placed.png
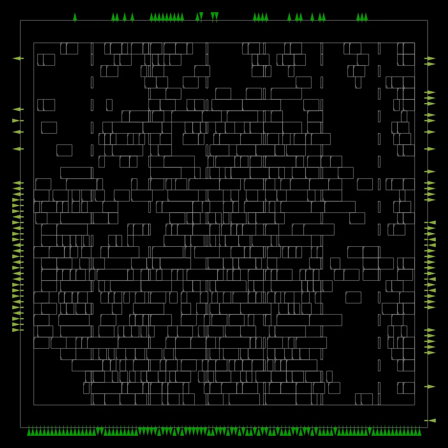
ff_map.png
Other sequential cells in the stronger grey, the rest of the logic in the fainter grey.
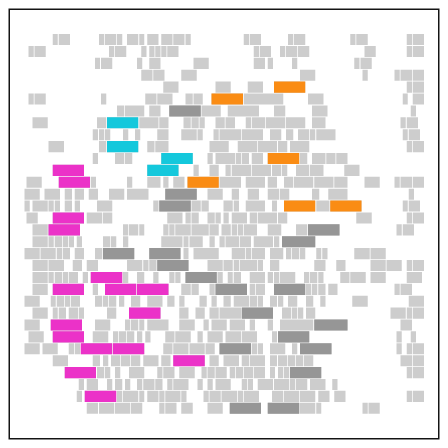
clock_wires.png
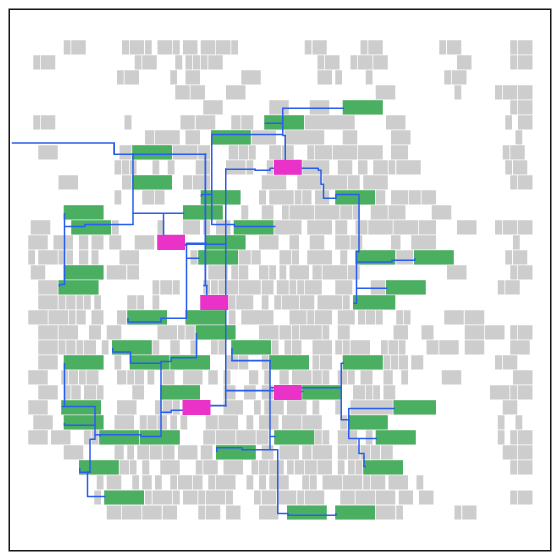
m4.png
The bar under the picture is 20 um long. Supply wires on this layer in grey.
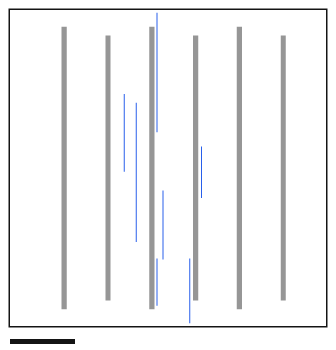
route_heat.png
The bar under the picture is 20 um long. The die is cut into 20 by 20 equal tiles; dark purple is low, yellow is high, scaled to the fullest tile. Values are wire area over tile area, all layers added.
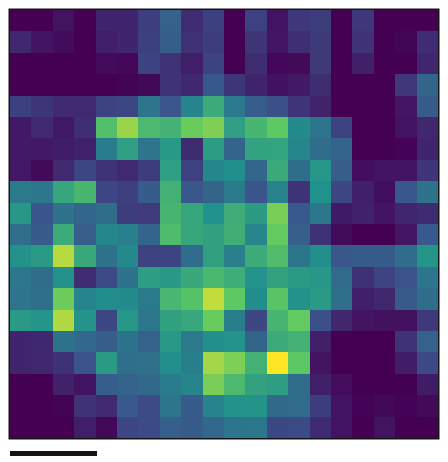
### src/rtl/rx_sched_pkg.sv
// Shared definitions for the RX read scheduler:
// notification field layout, beat geometry, FSM states.
package rx_sched_pkg;

  localparam int NTF_W      = 88;
  localparam int SESS_LSB   = 0;
  localparam int SESS_W     = 16;
  localparam int LEN_LSB    = 16;
  localparam int LEN_W      = 16;
  localparam int BEAT_BYTES = 64;
  localparam int BEAT_SHIFT = 6;
  localparam int BEATS_W    = LEN_W - BEAT_SHIFT + 1;

  typedef enum logic [1:0] {
    S_IDLE,
    S_CHECK,
    S_WAIT,
    S_ISSUE
  } state_t;

  function automatic logic [BEATS_W-1:0] len_to_beats(
    input logic [LEN_W-1:0] len
  );
    logic [LEN_W:0] sum;
    sum = {1'b0, len} + (LEN_W+1)'(BEAT_BYTES - 1);
    return sum[LEN_W:BEAT_SHIFT];
  endfunction

endpackage

### src/rtl/rx_credit_counter.sv
// Beat credit and outstanding-read bookkeeping with
// same-cycle netting, saturation and a sticky error flag.
module rx_credit_counter
  import rx_sched_pkg::*;
#(
  parameter int CREDIT_BEATS    = 32,
  parameter int MAX_OUTSTANDING = 8,
  parameter int CW = $clog2(CREDIT_BEATS + 1),
  parameter int OW = $clog2(MAX_OUTSTANDING + 1)
) (
  input  logic          clk_i,
  input  logic          rst_i,
  input  logic          beat_done_i,
  input  logic          beat_last_i,
  input  logic          issue_i,
  input  logic [CW-1:0] beats_i,
  output logic [CW-1:0] credits_o,
  output logic [CW-1:0] credits_nxt_o,
  output logic [OW-1:0] outst_o,
  output logic [OW-1:0] outst_nxt_o,
  output logic          err_o
);

  logic [CW-1:0] cred_q, cred_d;
  logic [OW-1:0] out_q, out_d;
  logic          err_q, err_d;
  logic          ovf, und, dec;

  always_comb begin
    ovf = beat_done_i && !issue_i
        && (cred_q == CW'(CREDIT_BEATS));
    dec = beat_done_i && beat_last_i;
    und = dec && !issue_i && (out_q == '0);
    cred_d = cred_q
           + CW'(beat_done_i && !ovf)
           - (issue_i ? beats_i : '0);
    out_d = out_q;
    if (issue_i && !dec)
      out_d = out_q + 1'b1;
    else if (dec && !issue_i && !und)
      out_d = out_q - 1'b1;
    err_d = err_q | ovf | und;
  end

  always_ff @(posedge clk_i) begin
    if (rst_i) begin
      cred_q <= CW'(CREDIT_BEATS);
      out_q  <= '0;
      err_q  <= 1'b0;
    end else begin
      cred_q <= cred_d;
      out_q  <= out_d;
      err_q  <= err_d;
    end
  end

  assign credits_o     = cred_q;
  assign credits_nxt_o = cred_d;
  assign outst_o       = out_q;
  assign outst_nxt_o   = out_d;
  assign err_o         = err_q;

endmodule

### src/rtl/rx_read_scheduler.sv
// Credit-gated RX notification to read-request scheduler.
// RX_SCHED_STATS_EN enables the drop/issue statistics counters.
module rx_read_scheduler
  import rx_sched_pkg::*;
#(
  parameter int CREDIT_BEATS    = 32,
  parameter int MAX_LEN         = 1536,
  parameter int MAX_OUTSTANDING = 8
) (
  input  logic        clk,
  input  logic        rst,
  input  logic [87:0] s_axis_notifications_TDATA,
  input  logic        s_axis_notifications_TVALID,
  output logic        s_axis_notifications_TREADY,
  output logic [31:0] m_axis_read_package_TDATA,
  output logic        m_axis_read_package_TVALID,
  input  logic        m_axis_read_package_TREADY,
  input  logic        beat_done,
  input  logic        beat_last,
  output logic [$clog2(CREDIT_BEATS+1)-1:0] credits,
  output logic [$clog2(MAX_OUTSTANDING+1)-1:0] outstanding,
  output logic        credit_err,
  output logic [31:0] drop_count,
  output logic [31:0] issue_count
);

  localparam int CW = $clog2(CREDIT_BEATS + 1);
  localparam int OW = $clog2(MAX_OUTSTANDING + 1);

  state_t            state_q, state_d;
  logic [SESS_W-1:0] sess_q;
  logic [LEN_W-1:0]  len_q;
  logic [CW-1:0]     beats, cred_nxt;
  logic [OW-1:0]     out_nxt;
  logic              len_ok, can_go;
  logic              ntf_hs, issue_hs, drop_inc;
  logic              unused_ntf;

  assign unused_ntf = ^s_axis_notifications_TDATA[87:32];
  assign beats = CW'(len_to_beats(len_q));

  assign len_ok = (len_q != '0)
               && (len_q[BEAT_SHIFT-1:0] == '0)
               && (32'(len_q) <= MAX_LEN);

  // Look at next-cycle counts so a freeing beat releases at once
  assign can_go = (cred_nxt >= beats)
               && (out_nxt < OW'(MAX_OUTSTANDING));

  rx_credit_counter #(
    .CREDIT_BEATS    (CREDIT_BEATS),
    .MAX_OUTSTANDING (MAX_OUTSTANDING)
  ) u_cc (
    .clk_i         (clk),
    .rst_i         (rst),
    .beat_done_i   (beat_done),
    .beat_last_i   (beat_last),
    .issue_i       (issue_hs),
    .beats_i       (beats),
    .credits_o     (credits),
    .credits_nxt_o (cred_nxt),
    .outst_o       (outstanding),
    .outst_nxt_o   (out_nxt),
    .err_o         (credit_err)
  );

  always_ff @(posedge clk) begin
    if (rst) state_q <= S_IDLE;
    else     state_q <= state_d;
  end

  always_comb begin
    state_d = state_q;
    unique case (state_q)
      S_IDLE:
        if (s_axis_notifications_TVALID)
          state_d = S_CHECK;
      S_CHECK:
        if (!len_ok)     state_d = S_IDLE;
        else if (can_go) state_d = S_ISSUE;
        else             state_d = S_WAIT;
      S_WAIT:
        if (can_go) state_d = S_ISSUE;
      S_ISSUE:
        if (m_axis_read_package_TREADY)
          state_d = S_IDLE;
      default: state_d = S_IDLE;
    endcase
  end

  always_comb begin
    s_axis_notifications_TREADY = (state_q == S_IDLE);
    m_axis_read_package_TVALID  = (state_q == S_ISSUE);
    m_axis_read_package_TDATA   = '0;
    if (state_q == S_ISSUE)
      m_axis_read_package_TDATA = {len_q, sess_q};
    drop_inc = (state_q == S_CHECK) && !len_ok;
  end

  assign ntf_hs = s_axis_notifications_TVALID
               && s_axis_notifications_TREADY;
  assign issue_hs = m_axis_read_package_TVALID
                 && m_axis_read_package_TREADY;

  always_ff @(posedge clk) begin
    if (rst) begin
      sess_q <= '0;
      len_q  <= '0;
    end else if (ntf_hs) begin
      sess_q <= s_axis_notifications_TDATA[SESS_LSB +: SESS_W];
      len_q  <= s_axis_notifications_TDATA[LEN_LSB +: LEN_W];
    end
  end

`ifdef RX_SCHED_STATS_EN
  logic [31:0] drop_q, issue_q;

  always_ff @(posedge clk) begin
    if (rst) begin
      drop_q  <= '0;
      issue_q <= '0;
    end else begin
      if (drop_inc) drop_q  <= drop_q + 1'b1;
      if (issue_hs) issue_q <= issue_q + 1'b1;
    end
  end

  assign drop_count  = drop_q;
  assign issue_count = issue_q;
`else
  logic unused_stats;
  assign unused_stats = drop_inc;
  assign drop_count   = '0;
  assign issue_count  = '0;
`endif

endmodule
### config.mk
export PLATFORM = sky130hd
export DESIGN_NAME = rx_read_scheduler
export DESIGN_NICKNAME = d
export VERILOG_FILES = /design/src/rtl/rx_sched_pkg.sv /design/src/rtl/rx_credit_counter.sv /design/src/rtl/rx_read_scheduler.sv
export SDC_FILE = /design/constraint.sdc
export NUM_CORES = 1
export LEC_CHECK = 0
export ABC_CLOCK_PERIOD_IN_PS = 3850
export CAP_MARGIN = 25
export CORE_MARGIN = 3
export CORE_UTILIZATION = 36
export DETAILED_ROUTE_END_ITERATION = 16
export GPL_TIMING_DRIVEN = 0
export PLACE_DENSITY = 0.87
export SLEW_MARGIN = 0
export SYNTH_ARGS = -nofsm -noshare
export SYNTH_HDL_FRONTEND = slang
export SYNTH_SLANG_ARGS = --single-unit
export TNS_END_PERCENT = 100
### constraint.sdc
create_clock -name clk -period 3.85 [get_ports clk]
set_input_delay 0.385 -clock clk [delete_from_list [all_inputs] [get_ports clk]]
set_output_delay 0.385 -clock clk [all_outputs]
set_load 0.005 [all_outputs]
==> run notes <==
run results: Root Buffer=sky130_fd_sc_hd__clkbuf_8, input/output buffers=82, part of the Yosys area used for sequential elements=0.296, highest-delay cell along the critical path=sky130_fd_sc_hd__nor4_4, required time reported for the critical path endpoint=4.09 ns, count of warning messages emitted by the tools=83, hold violation count in the final report=0, DRC violation total after the first TritonRoute iteration=124, Data arrival, critical path=3.89 ns, number of enable flip-flop cells=0, share of synthesized registers carrying an async set or reset=0, sequential fraction of design power=0.316, Yosys Chip Area=3040 um2, status=finished clean, pin count of the biggest net entering global routing=13, FP Rows=32, Gate Count Post-Synth=391, highest attainable clock frequency=274 MHz, DR DRC count=0, internal power component=1220 uW, top routing layer in use=met4, TritonCTS buffer count=5, group with the largest share of power=combinational cells, cts hold-fix bufs=0, final sequential cell count=45, maximum resistive drop on vdd=0.194 mV, Critical Path Most Common Cell=sky130_fd_sc_hd__ha_1, Combinational Area=1790 um2, buffer share of cell area=0.323, top_reg_cell synth=sky130_fd_sc_hd__dfxtp_1, cell type taking the most area=combinational gates, dpl cells=638, number of antenna violations at the first check in global routing=0, kind of end point of the critical path=flop, mean cell area of the mapped netlist=7.77 um2, leakage power summed over all cells=0.00205 uW, Final Max Tran Viols=0, Post-layout nets=658, overall die height=97.9 um, switching part of the total=0.396, floorplan utilization=0.381, flop-to-flop setup slack=0.20 ns, actual transition at the worst max-transition pin=0.571 ns, path type of the worst min-delay path=flop to flop, Sink Count=45, vias per cell=4.45, share of the clock period used by the worst path=0.949, worst rel slew slack=0.620, number of H-tree levels=2, Worst Setup Start Kind=flop, fraction of area in multi-input gates=0.411, Final Skew=0.00815 ns, buffers from clock root to sink, at most=2, power per standard cell area=464 nW/um2, post-synthesis instance area=3040 um2, remaining antenna violation count=0, total of max-cap violations=0, Ant. Diodes=0, proportion of layout cells with a drive suffix above 1=0.169, Crit Path Category=flop to flop, multi-input combinational cell count=313, total combinational power=1090 uW, post-synth cell types=44, met1 wire length=3380 um, First-pass DRT Iterations=4, routability congestion estimate from global placement=0.897, overall overflow remaining after global route=0, synthesis warning total=0, area of the chip=9580 um2, Layout area overhead=43.6%, post-layout min period=3.65 ns, most numerous logic cells after layout=sky130_fd_sc_hd__clkdlybuf4s50_1 (82), sky130_fd_sc_hd__nand2_1 (73), sky130_fd_sc_hd__buf_4 (67), # setup viols final=0, area fraction of clock buffers and clock inverters=0.0198, clock tree from TritonCTS=yes, Comb pwr share=0.537, count of clock-net buffers in the final layout=7, non-clock inverter instance count of the final layout=12, non-clock buffer total of the final layout=168, post-route non-filler standard cell count=647, count of boundary I/O pins=203, count of state elements after synthesis=45, Die X=97.9 um, met3 WL=523 um, delay contributed by the slowest stage of the critical path=0.39 ns, CP Cell Sequence=nor4_4 > a2111o_1 > nor2_1 > xnor2_1 > nand2b_1 > ha_1 > ha_1 > and2_1 > o21a_1 > a31o_2 > o21ai_2 > or2b_1 > ha_1 > o21ai_0 > o21ai_1 > o211a_1, Filler Cells Inserted=734, number of cells in the yosys synthesis report=391, wire length of the first global-routing pass=12900 um, total core area=7970 um2, critical-path maximum fanout=4, most common library cell in the layout ignoring fill and taps=sky130_fd_sc_hd__clkdlybuf4s50_1, via count of the first global-routing pass=2725, switching component of the power=803 uW, clock input transition at the sequential cells of the worst setup and hold paths=0.08 ns, Detail Placement HPWL=6580 um, DR WL met2=4090 um
Back to the opening pictures, placed.png:
Tap Cells: 102
proportion of cell area occupied by registers: 0.207

Back to the opening pictures, ff_map.png:
cyan -> `u_cc.outst_o`  # sequential cells 4
orange -> `u_cc.credits_o`  # sequential cells 6
magenta -> `sess_q`  # sequential cells 16
sequential cell area: 903 um2
final standard cell utilization of the core: 0.548
seq pwr: 640 uW

Back to the opening pictures, clock_wires.png:
green -> flip-flops  # count 45
magenta -> clock-net drivers  # count 5
blue -> clock wires  # length 581 um
routed clock nets = 6
Insertion Delay late pin: 0.29 ns
part of the total power dissipated in the clock network: 0.147
clock-net power: 298 uW

Back to the opening pictures, m4.png:
main direction = vertical
longest straight run = 42.8 um
share of all routed wire = 2.1%
routed wire length: 8170 um
vias post-DR: 2880

Back to the opening pictures, route_heat.png:
tiles over half the peak = 22%
fullest tile = 0.49
nearly empty tiles = 16%
emptiest ninth of the die = north-east
mean over tiles = 0.14
Total Routing Usage GR: 0.163
Avg WL per Cell: 12.6 um

## final timing paths
path	start	depth (start not counted)	end
max reg2reg	len_q[5]	16	state_q[0]
min reg2reg	sess_q[13]	2	sess_q[13]
min	sess_q[13]	2	sess_q[13]
max	len_q[5]	16	state_q[0]
## layer usage
layer / vias up / global-route usage
li1: 1480 / -
met1: 1280 / 0.191
met2: 103 / 0.292
met3: 17 / 0.0379
met4: 0 / 0.0501
met5: - / 0
## cells in the mapped netlist, types with 2 or more instances
cell type                   n  area share
sky130_fd_sc_hd__inv_1     12       0.015
sky130_fd_sc_hd__nor2_1    14       0.017
sky130_fd_sc_hd__clkbuf_1  14       0.017
sky130_fd_sc_hd__a211oi_1   4      0.0099
sky130_fd_sc_hd__xnor2_1    7       0.020
sky130_fd_sc_hd__nor2b_1    2      0.0041
sky130_fd_sc_hd__o311a_1    2      0.0066
sky130_fd_sc_hd__buf_2      4      0.0066
sky130_fd_sc_hd__nand3_1    2      0.0033
sky130_fd_sc_hd__nor4b_1    2      0.0058
sky130_fd_sc_hd__and2_1     9       0.019
sky130_fd_sc_hd__a21o_1     2      0.0049
sky130_fd_sc_hd__nand2_1   74       0.091
sky130_fd_sc_hd__a22oi_1    2      0.0049
sky130_fd_sc_hd__buf_4     65        0.16
sky130_fd_sc_hd__mux2i_1    2      0.0066
sky130_fd_sc_hd__dfxtp_1   45        0.30
sky130_fd_sc_hd__a21oi_1   39       0.064
sky130_fd_sc_hd__xor2_1     4       0.012
sky130_fd_sc_hd__nand2b_1   5       0.010
sky130_fd_sc_hd__nor3_1     3      0.0049
sky130_fd_sc_hd__ha_1      18       0.074
sky130_fd_sc_hd__o21ai_0    6      0.0099
sky130_fd_sc_hd__nand4_1    2      0.0041
sky130_fd_sc_hd__and3_1    33       0.068
## cell families (layout without fill, tap and decap cells)
logic type / count (synthesis) / after routing / share of synthesized area
compound gates: 64 / 64 / 0.130
xor+xnor: 11 / 11 / 0.0317
fa+ha+maj: 19 / 19 / 0.0807
buf+inv: 96 / 187 / 0.203
flops: 45 / 45 / 0.296
mux: 2 / 2 / 0.00659
other cells: 1 / 64 / 0.00123
simple gates: 153 / 153 / 0.250
## per-stage QoR
step	setup slack (ns)	TNS (ns)	power [uW]	hold slack, ns	instance area [um2]
floorplan	0.484	0	1340	0.432	3280
global placement	0.0798	0	1620	0.438	4220
detailed placement	0.0461	0	1670	0.442	4220
CTS	0.00628	0	1980	0.453	4310
global route	-0.0299	-0.0299	2210	0.472	4360
finish	0.197	0	2030	0.453	4360
## what timing repair did
| action | CTS | global route |
|---|---|---|
| setup endpoints to repair | 0 | 1 |
| gates resized | 0 | 10 |
| buffers inserted | 0 | 2 |
## critical path: cells and delay by family (launching register included)
family / cells / cell delay [ns]
flops: 1 / 0.36
fa+ha+maj: 3 / 0.91
xor+xnor: 1 / 0.14
compound gates: 7 / 1.16
simple gates: 5 / 1.04
## registers in the layout (all words and copies together) (netlist names), named ones only
| register | cells |
|---|---|
| u_cc.outst_o | 4 |
| u_cc.credits_o | 6 |
| u_cc.err_o | 1 |
| sess_q | 16 |
| state_q | 1 |
| len_q | 16 |
Power is estimated from default activity; no workload was simulated.
